Design sid_waveform_mixer, sky130hd; sources not shown.
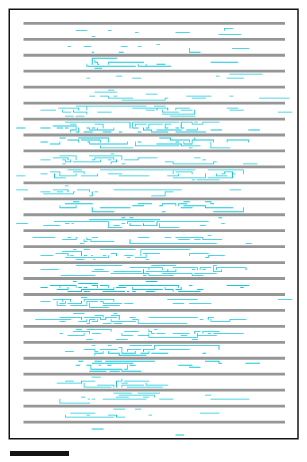
Figure 1: metal 1.
The bar under the picture is 10 µm long. Supply wires on this layer in grey.
wire length on this layer: 1180 µm
nets with wire on the layer: 233
main direction: horizontal
met1 Use GR: 0.1984
Routed Wire Length: 3163 µm
via count: 1283

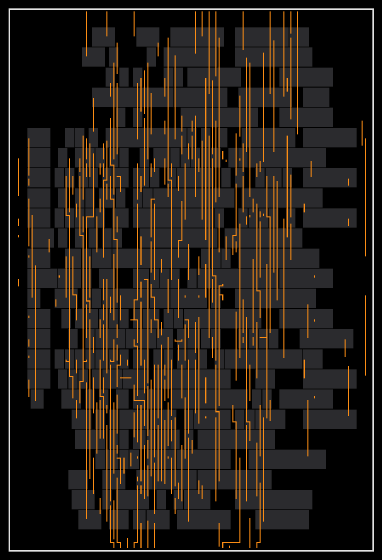
Figure 2: the metal 2 layer.
longest straight run: 27.2 µm
share of all routed wire: 57%
main direction: vertical
wire length on this layer: 1790 µm
GR Util met2: 0.3744

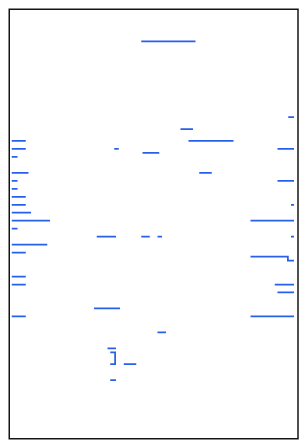
Figure 3: signal wires on met3.
wire length on this layer: 110 µm
longest straight run: 9.00 µm
nets with wire on the layer: 36
share of all routed wire: 3.5%
main direction: horizontal
met3 Use GR: 0.01230

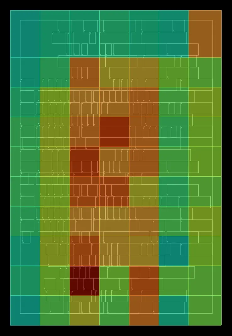
Figure 4: track usage over the die.
Total GRT Usage: 0.1919
DR WL/cell: 11.14 µm
fin util: 0.7212

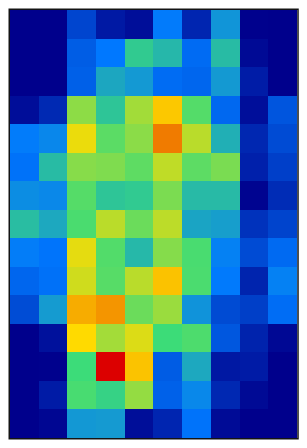
Figure 5: wiring heat map.
The die is cut into 10 by 15 equal tiles; dark blue is low, red is high, scaled to the fullest tile. Values are wire area over tile area, all layers added.
densest ninth of the die: middle
tiles over half the peak: 29%
nearly empty tiles: 15%
mean over tiles: 0.14

==> flow_summary.json <==
{
  "status": "finished with violations",
  "violations": "setup timing",
  "finalCritPeriodShare": 1.443,
  "grt-busiest-layer": "met2",
  "rrSetupSlack_ps": 20,
  "clk_path_buf_depth": 2,
  "root_buffer": "clkbuf_8",
  "seq_share": 0.2807,
  "area_dominant_class": "buffers",
  "mux_share": 0,
  "drive_above_1_share": 0.3811,
  "yosysWarnings": 6,
  "warning_count": 33,
  "port-buffer-count": 48,
  "placed_cell_area_um2": 2046,
  "ys_sh_xor": 0,
  "io_pins": 53,
  "critPathMaxFanout": 2,
  "p_clk_uw": 516,
  "crit_chain": "buf_12",
  "fillCellCount": 236,
  "cp_top_family": "flip-flops",
  "fp.dieH_um": 73,
  "n_antenna_cell": 0,
  "routed-wl-met2_um": 1787,
  "post-synth-top-count-cell": "nand2_1",
  "drtIter0Drc": 32,
  "max_slew_margin": 0.8451,
  "cap_violations": 0,
  "chipArea_um2": 3577,
  "syn2layout_area_growth_pct": 86.86,
  "flop_cell": "dfrtp_1",
  "yosys_area_um2": 1171,
  "whs_ps": 146.4,
  "nonClkBufAreaFrac": 0.3642,
  "worst-path-stages": 1,
  "wl_met3_um": 110,
  "comb_area_um2": 569.3,
  "setup_slack_ps": -474.5,
  "rr_worst_depth": 3,
  "final_cell_area_um2": 2188,
  "sh_comb_area": 0.2601,
  "yosys_cells": 181,
  "ant_nets": 0,
  "largest_area_cell": "dfrtp_1",
  "hold_violations": 0,
  "setup_violations": 21,
  "clk_latency_ps": 260,
  "required_ps": 600,
  "clock_area_frac": 0.02115,
  "grt_pass1_wl_um": 5250,
  "p_leak_uw": 0.001170,
  "num_rows": 25,
  "seq_cells": 21,
  "seq_cell_power_uw": 1060,
  "top_power_group": "combinational logic",
  "yosys.stat.seqShare": 0.4573,
  "cp.buffers_inverters": 1,
  "power.switching_uw": 1272,
  "grt_pass1_vias": 1240,
  "netlist_area_um2": 1171,
  "cts_sinks": 21,
  "ctsHtreeMaxLevel": 1,
  "placedCellCount": 274,
  "antenna_found_initial": 0,
  "top_cells_by_area": "dfrtp_1 28%, nand2_1 26%, dfstp_2 18%",
  "common_cells": "82 x nand2_1, 32 x nor2_1, 29 x inv_1",
  "rsz0062_at_grt": "true",
  "powerComb_uw": 1450
}
